==> run_1/ff_map.png <==
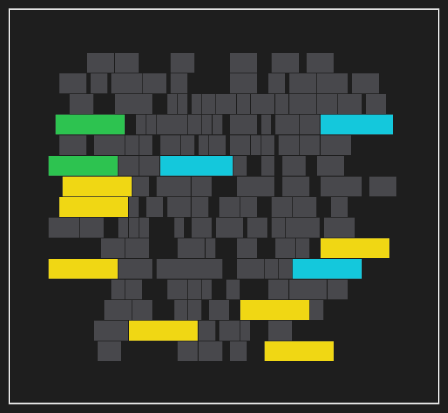
==> run_1/congestion_map.png <==
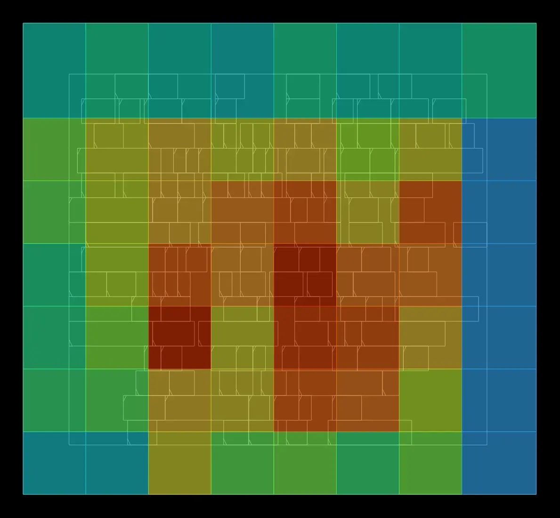
==> run_1/m2.png <==
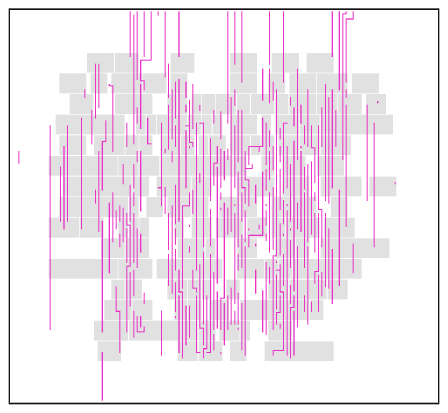
## src/rtl/decode_sequencer.sv

```systemverilog
// Multi-cycle instruction sequencer: walks each instruction through
// FETCH -> DECODE -> EXEC -> (MEM) -> WB, with a bounded memory wait that
// diverts to a one-cycle TRAP on timeout, and a HALT parking state.
//
// Handshake: imem_req / dmem_req are levels held for as long as the
// sequencer sits in FETCH / MEM; the cycle on which the matching *_ready is
// sampled high completes the transfer, and the request drops the next cycle.
module decode_sequencer #(
  parameter int TIMEOUT_CYC = 64
) (
  input  logic       CLK,
  input  logic       nRST,
  input  logic       imem_ready,
  input  logic       dmem_ready,
  input  logic       dec_dmem_ren,
  input  logic       dec_dmem_wen,
  input  logic       dec_rf_wen,
  input  logic       dec_exception,
  input  logic       ext_halt,
  output logic       imem_req,
  output logic       inst_latch_en,
  output logic       dmem_req,
  output logic       rf_wen_o,
  output logic       pc_en,
  output logic       trap_en,
  output logic [1:0] trap_cause,
  output logic       halted,
  output logic [2:0] state_o
);

  localparam int CW = (TIMEOUT_CYC < 1) ? 1 : $clog2(TIMEOUT_CYC + 1);
  localparam logic [CW-1:0] CNT_MAX = CW'(TIMEOUT_CYC);

  localparam logic [1:0] CAUSE_NONE  = 2'd0;
  localparam logic [1:0] CAUSE_DEC   = 2'd1;
  localparam logic [1:0] CAUSE_IFTO  = 2'd2;
  localparam logic [1:0] CAUSE_DMTO  = 2'd3;

  typedef enum logic [2:0] {
    S_FETCH   = 3'd0,
    S_DECODE  = 3'd1,
    S_EXEC    = 3'd2,
    S_MEM     = 3'd3,
    S_WB      = 3'd4,
    S_TRAP    = 3'd5,
    S_HALT    = 3'd6,
    S_ILLEGAL = 3'd7
  } state_t;

  state_t          state;
  logic [CW-1:0]   wait_cnt;
  logic [1:0]      cause_q;

  // Next-state, wait counter and latched trap cause. The counter is cleared
  // on every entry into FETCH or MEM and only ever counts up to CNT_MAX, where
  // the wait either completes (ready seen) or traps, so it cannot wrap.
  always_ff @(posedge CLK or negedge nRST) begin
    if (!nRST) begin
      state    <= S_FETCH;
      wait_cnt <= '0;
      cause_q  <= CAUSE_NONE;
    end else begin
      case (state)
        S_FETCH: begin
          if (imem_ready) begin
            state <= S_DECODE;
          end else if (wait_cnt == CNT_MAX) begin
            state   <= S_TRAP;
            cause_q <= CAUSE_IFTO;
          end else begin
            wait_cnt <= wait_cnt + CW'(1);
          end
        end
        S_DECODE: begin
          if (dec_exception) begin
            state   <= S_TRAP;
            cause_q <= CAUSE_DEC;
          end else begin
            state <= S_EXEC;
          end
        end
        S_EXEC: begin
          if (dec_dmem_ren || dec_dmem_wen) begin
            state    <= S_MEM;
            wait_cnt <= '0;
          end else begin
            state <= S_WB;
          end
        end
        S_MEM: begin
          if (dmem_ready) begin
            state <= S_WB;
          end else if (wait_cnt == CNT_MAX) begin
            state   <= S_TRAP;
            cause_q <= CAUSE_DMTO;
          end else begin
            wait_cnt <= wait_cnt + CW'(1);
          end
        end
        S_WB, S_TRAP: begin
          // ext_halt only matters at an instruction boundary.
          if (ext_halt) begin
            state <= S_HALT;
          end else begin
            state    <= S_FETCH;
            wait_cnt <= '0;
          end
        end
        S_HALT: begin
          if (!ext_halt) begin
            state    <= S_FETCH;
            wait_cnt <= '0;
          end
        end
        default: begin
          // Unreachable encoding: recover through a trap with no cause.
          state   <= S_TRAP;
          cause_q <= CAUSE_NONE;
        end
      endcase
    end
  end

  // Output decode straight from the state register, so reset forces every
  // strobe and dmem_req low asynchronously.
  assign imem_req      = (state == S_FETCH);
  assign inst_latch_en = nRST && (state == S_FETCH) && imem_ready;
  assign dmem_req      = (state == S_MEM);
  assign rf_wen_o      = (state == S_WB) && dec_rf_wen;
  assign pc_en         = (state == S_WB) || (state == S_TRAP);
  assign trap_en       = (state == S_TRAP);
  assign trap_cause    = cause_q;
  assign halted        = (state == S_HALT);
  assign state_o       = state;

endmodule

```

## config.mk

```make
export PLATFORM = sky130hd
export DESIGN_NAME = decode_sequencer
export DESIGN_NICKNAME = d
export VERILOG_FILES = /design/src/rtl/decode_sequencer.sv
export SDC_FILE = /design/constraint.sdc
export NUM_CORES = 1
export LEC_CHECK = 0
export CAP_MARGIN = 20
export CORE_ASPECT_RATIO = 0.9
export CORE_MARGIN = 5
export CORE_UTILIZATION = 49
export CTS_CLUSTER_SIZE = 16
export DETAILED_ROUTE_END_ITERATION = 8
export GPL_TIMING_DRIVEN = 0
export PLACE_DENSITY = 0.78
export SLEW_MARGIN = 10
export SYNTH_ARGS = -nofsm -noshare
export SYNTH_HDL_FRONTEND = slang
export SYNTH_SLANG_ARGS = --single-unit
```

## constraint.sdc

```tcl
create_clock -name CLK -period 2.04 [get_ports CLK]
set_clock_uncertainty 0.15 [all_clocks]
set_input_delay 0.306 -clock CLK [delete_from_list [all_inputs] [get_ports CLK]]
set_output_delay 0.306 -clock CLK [all_outputs]
set_load 0.02 [all_outputs]
```

==> flow_metrics.tcl, run 1 <==
# metrics dict for downstream scripts
set metrics [dict create \
    dr.pass1.iters 4 \
    syn_area_um2 953.4 \
    clkSlewWorstSetupHoldPaths_ns 0.08 \
    power.leakage_nw 0.5716 \
    finalMaxSlewViolations 0 \
    worst_setup_start_kind "register" \
    whs_path_depth 1 \
    grt_start_max_net_pins 13 \
    max_cap_viol_count 0 \
    worst_margin_slew_ns 0.5803 \
    final_min_period_over_clock_period_pct 97.73 \
    cts.sink_count 12 \
    postCtsSetupRepairBufs 1 \
    logic_family "AND-OR/OR-AND gates" \
    timing.slew.headroom_pct 61.19 \
    placeable_core_area_um2 1877 \
    floorplan.die_area_um2 2929 \
    place_worst_setup_slack_ns -0.4680 \
    area_growth_pct 34.91 \
    power_density_nw_per_um2 1476 \
    maximum_fanout_along_the_worst_path 10 \
    r2r_start "state_o[0]" \
    total_power_w 0.001899 \
    timing.hold.ws_ns 0.3665 \
    result_of_the_run "complete, no violations" \
    synthesized_netlist_net_count 120 \
    postSynth.asyncResetShare_pct 100.0 \
    tritoncts.num_buffers 3 \
    place_congestion 0.8733 \
    vdd_drop_max_v 0.0008698 \
    top_cell_area_share_pct 31.50 \
    die_span_in_y_um 51.85 \
    postSynthSeqShare_pct 31.50 \
    critPathCapture "inst_latch_en" \
    yosys.stat.chipArea_um2 953.4 \
    clockRootBuffer "clkbuf_4" \
    post_cts_resized 24 \
    numSynthFlops 12 \
    place.port_buffers 20 \
    worst-setup-path-type "reg2out" \
    hold_buffers 1 \
    post_synth.cell_area_avg_um2 8.747 \
    synthXorXnorAreaFrac_pct 0 \
    fp-utilization_pct 50.80 \
    synth-edff-count 0 \
    dominantRegCellSynth "dfrtp_1" \
    vias_per_std_cell 6.298 \
    warnings 29 \
    layout.nets 148 \
    syn-instance-count 109 \
    synth.mux.area_fraction_pct 2.231 \
    num_rows 15 \
    worst_r2r_endpoint "wait_cnt[2]" \
    cts_max_path_buffers 2 \
    biggest_area_contributors_in_the_synthesized_netlist "dfrtp_1 (31%), o31ai_1 (6.3%), a21oi_1 (4.2%), nand3_1 (3.7%), nand2_1 (3.5%)" \
    synth_top_cell_by_area "dfrtp_1" \
    grt_antenna_before_repair 0 \
    worstHoldPathType "reg2reg" \
    yosys-stat-cells 109 \
    route.detailed.drc 0 \
    drive_above_1_share_pct 22.06 \
    postLayoutCellArea_um2 1286 \
    grt_pass1_vias 958 \
    worst_r2r_path_depth 5 \
    min_period_ns 1.994 \
    tritoncts_clock_tree "done" \
    die_width_um 56.50 \
    synth.cellmix.adderShare_pct 2.625 \
    grt_residual_overflow 0 \
    setup-violations-final 0 \
    ys_sh_simple_pct 27.43 \
    fillCellCount 157 \
    hold_ep "trap_cause[0]" \
    cp-startpoint "state_o[2]" \
    design.portCount 21 \
    hold_viol_final 0 \
    combGateArea_um2 625.6 \
    wire_length_of_the_first_global_routing_pass_um 4526 \
    detailedPlacementHpwl_um 2072 \
    cp_data_arrival_time_ns 1.54 \
    clock_tree.htree_level_count 1 \
    placement.cell_area_um2 1190 \
    fmax_mhz 501.6 \
    setup_tns_ns 0 \
    clock.latency.late_pin_ns 0.27 \
    aoi_share_pct 30.58 \
    final_critical_path_setup_slack_ns 0.04623 \
]
## Picture notes: ff_map.png
| colour | name in the netlist | sequential cells |
|---|---|---|
| cyan | state_o | 3 |
| green | trap_cause | 2 |
| yellow | wait_cnt | 7 |
flop share of the area: 23.54%
Seq group: 0.000405 W
Sequential Area: 302.8 µm²
Core Util, Final: 68.53%

## Picture notes: congestion_map.png
global-route met2 utilization: 35.19%
total routing resource utilization after global routing: 19.99%

## Picture notes: m2.png
nets with wire on the layer: 132
wire length on this layer: 1,440 µm
number of vias in the routed layout: 1,014
final wirelength: 2840 µm

==> run 1: placed cells by master, fill, tap and decap left out, drive strengths merged, types with 4 or more instances in the layout <==
cell type / Yosys / routed
buf: 5 / 8
nor2: 5 / 5
a21oi: 8 / 8
nor2b: 4 / 4
o31ai: 8 / 8
clkbuf: 1 / 5
clkdlybuf4s50: 0 / 12
dfrtp: 12 / 12
dlygate4sd2: 0 / 4
nand2: 10 / 10
inv: 5 / 5
nand3: 8 / 8
==> run 1: state kept, by name (all words and copies together), names as in the netlist <==
register    count
trap_cause      2
wait_cnt        7
state_o         3
==> run 1: critical path: stages, from the launching register on <==
cell and delay (ns):
dfrtp_1 0.40, buf_6 0.15, or2_4 0.31, nor2_4 0.10, and3_1 0.17, buf_4 0.14
==> run 1: cell usage after synthesis (2+ instances only) <==
library cell and n:
a211o_1 2, nand2_1 9, a211oi_1 2, o2bb2ai_1 2, nor2_1 5, inv_1 5, nor2b_1 4, and3_1 3
dfrtp_1 12, ha_1 2, and2_1 2, o21ai_0 2, buf_2 4, nand3_1 7, o21bai_1 2, o31ai_1 8
or3_1 2, a21oi_1 8, nor4b_2 2
==> run 1: metal layers <==
layer,GRT usage (%),vias up,part of all wire [%]
met5,0,-,0
met4,6.719,0,2.5
met3,4.715,10,7.5
met2,35.19,47,51
met1,23.93,484,39
li1,-,473,-
==> run 1: layout make-up <==
class	instances	share of cell area, %
Buffer	5	3.307
Clock buffer	4	2.821
Inverter	5	1.459
Multi-Input combinational cell	86	48.64
Sequential cell	12	23.54
Tap cell	25	2.432
Timing Repair Buffer	24	17.80
==> run 1: report_power, final <==
part,total [W],switching (W),internal [W]
logic,0.00130,0.000725,0.000578
registers,0.000405,0.0000892,0.000316
clock network,0.000190,0.0000812,0.000109
total,0.00190,0.000896,0.00100
==> run_1/m1.png <==
Supply wires on this layer in grey.
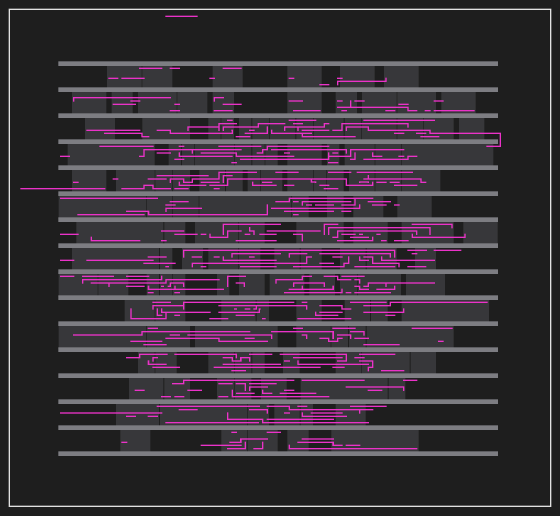

==> run 1 -> run 2 <==
- CORE_UTILIZATION: 49 -> 53
- CTS_CLUSTER_SIZE: 16 -> 8
- PLACE_DENSITY: 0.78 -> 0.83
- clock period: 2.04 -> 2.6 ns (I/O delays scaled with it)
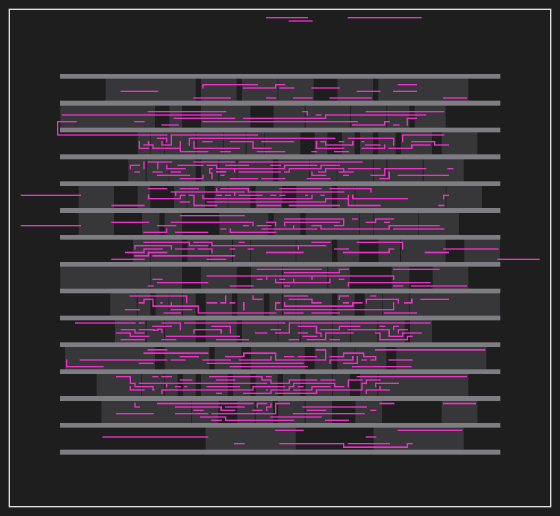
(run_2/m1.png)
Supply wires on this layer in grey.
share of all routed wire: 47%
main direction: horizontal
longest straight run: 18.9 µm
nets with wire on the layer: 128
final wirelength: 2470 µm
met1 track demand over resource: 29.40%
number of vias in the routed layout: 962

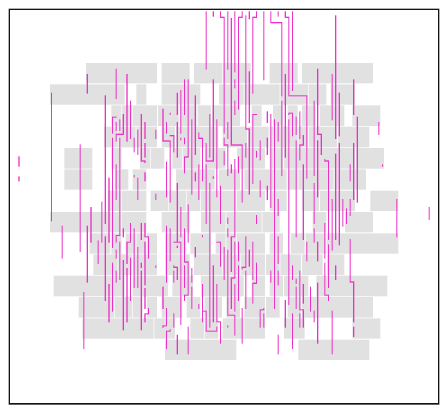
(run_2/m2.png)
share of all routed wire: 46%
nets with wire on the layer: 121
global-route met2 utilization: 29.72%

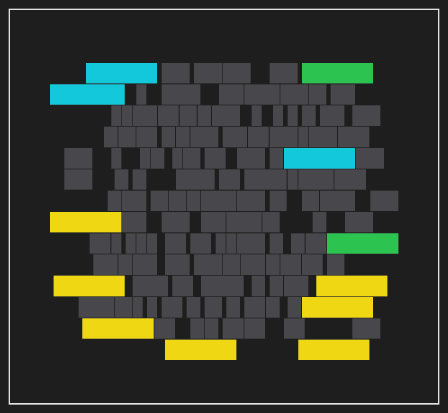
(run_2/ff_map.png)
| colour | name in the netlist | sequential cells |
|---|---|---|
| yellow | wait_cnt | 7 |
| cyan | state_o | 3 |
| green | trap_cause | 2 |
flop share of the area: 24.49%
Seq group: 0.000324 W

==> flow_metrics.tcl, run 2 <==
# metrics dict for downstream scripts
set metrics [dict create \
    globalRoute.busiestLayer "met2" \
    dominantRegCellSynth "dfrtp_1" \
    grt.met3_usage_pct 4.734 \
    worst_margin_slew_ns 0.5736 \
    die_width_um 54.71 \
    most_common_cell_after_layout_fill_and_taps_aside "clkdlybuf4s50_1" \
    power_density_nw_per_um2 1134 \
    global_route.usage.total_pct 20.70 \
    setup-violations-final 0 \
    clock.latency.late_pin_ns 0.28 \
    post_cts_resized 2 \
    grt_pass1_vias 892 \
    top_cell_area_share_pct 31.50 \
    placeable_core_area_um2 1699 \
    min_period_ns 2.430 \
    common_cells "dfrtp_1 (12), nand2_1 (9), a21oi_1 (8), o31ai_1 (8), nand3_1 (7)" \
    worst_setup_start_kind "register" \
    synth_top_cell_by_area "dfrtp_1" \
    most_numerous_logic_cells_after_layout "clkdlybuf4s50_1 (16), dfrtp_1 (11), nand2_1 (9)" \
    wire_length_of_the_first_global_routing_pass_um 4215 \
    grt_residual_overflow 0 \
    n_antenna_cell 0 \
    cp_data_arrival_time_ns 1.89 \
    power.leakage_nw 0.5775 \
    place_congestion 0.8717 \
    postCtsSetupRepairBufs 0 \
    cp_cell_sequence "buf_6, clkbuf_2, nor2b_2, clkdlybuf4s50_1" \
    drive_above_1_share_pct 15.79 \
    total_power_w 0.001396 \
    route.detailed.drc 0 \
    synth_cell_type_count 45 \
    biggest_area_contributors_in_the_synthesized_netlist "dfrtp_1 (31%), o31ai_1 (6.3%), a21oi_1 (4.2%), nand3_1 (3.7%), nand2_1 (3.5%)" \
    fmax_mhz 411.5 \
    drt_iter0_markers 24 \
    clkSlewWorstSetupHoldPaths_ns 0.08 \
    synthesized_netlist_net_count 120 \
    critical_path.top_delay_family "buffers and inverters" \
    post_synth.cell_area_avg_um2 8.747 \
    fillCellCount 130 \
    grt_setup_unrepaired "false" \
    finalMaxSlewViolations 0 \
    cts_max_path_buffers 2 \
    met2_wirelength_um 1143 \
    timing.hold.ws_ns 0.3157 \
    cp.required_ns 2.06 \
    max_cap_viol_count 0 \
    area_growth_pct 29.13 \
    postSynth.asyncResetShare_pct 100.0 \
    clock_tree.htree_level_count 1 \
    grt_antenna_before_repair 0 \
    die_span_in_y_um 50.24 \
    tritoncts_clock_tree "done" \
    cp-startpoint "state_o[2]" \
    yosys.stat.chipArea_um2 953.4 \
    num_rows 14 \
    syn_area_um2 953.4 \
    drt.antenna.violating_nets 0 \
    hold_viol_final 0 \
    met1_length_um 1157 \
    routed-wl-met3_um 142 \
    tritoncts.num_buffers 3 \
    detailedPlacementHpwl_um 1844 \
    grt_start_max_net_pins 14 \
    largest_register "wait_cnt" \
    critPathMaxStageDelay_ns 0.62 \
    vdd_drop_max_v 0.0006620 \
    highest-signal-layer "met4" \
    synth.yosys.warnings 0 \
    floorplan.die_area_um2 2748 \
    cts.sink_count 12 \
    postSynthSeqShare_pct 31.50 \
    dr.pass1.iters 4 \
    syn-instance-count 109 \
    largest_register_ffs 7 \
    worstHoldPathType "in2async" \
    vias_per_std_cell 6.127 \
    worst-setup-path-type "reg2out" \
    place.port_buffers 20 \
    result_of_the_run "complete, no violations" \
    timing.slew.headroom_pct 61.64 \
    final_min_period_over_clock_period_pct 93.46 \
    type_of_destination_of_the_critical_path "primary output" \
    clockRootBuffer "clkbuf_4" \
    crit_slowest_cell "clkdlybuf4s50_1" \
    layout.nets 145 \
    r2r_start "wait_cnt[0]" \
    yosys-stat-cells 109 \
    netlist.top_cell.by_instances "dfrtp_1" \
    hold_buffers 0 \
    maximum_fanout_along_the_worst_path 10 \
    synth-edff-count 0 \
    warnings 27 \
    critPathBufInv 3 \
    avgRoutedWirePerCell_um 15.73 \
    design.portCount 21 \
    fp-utilization_pct 56.11 \
    numSynthFlops 12 \
]
-- run 2: stage by stage --
step / worst slack (ns) / instances / cell area, µm² / utilization, % / TNS [ns]
after floorplan: 0.4142 / 109 / 953.4 / - / 0
after global placement: -0.05303 / 153 / 1184 / 69.66 / -0.05303
after detailed placement: -0.07166 / 153 / 1184 / 69.66 / -0.07166
after CTS: 0.002195 / 157 / 1220 / 71.80 / 0
after global routing: 0.06827 / 157 / 1231 / 72.46 / 0
final: 0.1701 / 157 / 1231 / 72.46 / 0
-- run 2: worst paths after layout --
check	end	slack, ns	depth (start not counted)
worst max-delay path	pc_en	0.17	4
worst min-delay path	state_o[2]	0.32	1
worst max register to register	trap_cause[0]	0.59	6
worst min register to register	wait_cnt[6]	0.36	1
max in group asynchronous	state_o[0]	1.58	1
min in group CLK	wait_cnt[6]	0.36	1
-- run 2: cell type report --
class | count | area [µm²] | area share (%)
Inverter | 5 | 18.77 | 1.524
Clock buffer | 4 | 36.28 | 2.947
Sequential cell | 12 | 301.5 | 24.49
Multi-Input combinational cell | 86 | 601.8 | 48.88
Tap cell | 24 | 30.03 | 2.439
Timing Repair Buffer | 20 | 206.4 | 16.77
Buffer | 6 | 36.28 | 2.947
-- run 2: where the power goes --
part	switching, W	internal, W	leakage [nW]
clock network	0.0000701	0.0000853	0.0210
logic	0.000518	0.000400	0.400
registers	0.0000771	0.000246	0.157
-- run 2: cells by family (layout without fill, tap and decap cells) --
logic type                 Yosys count  count (layout)  share of synthesized area (%)
adders and majority gates            2               2                          2.624
AOI/OAI and AO/OA                   39              39                          30.58
DFF                                 12              12                          31.50
buffers and inverters               11              35                          5.643
muxes                                2               2                          2.231
and+or+nand+nor                     43              43                          27.43
No activity file was given, so power comes from the tool's default toggle rates.
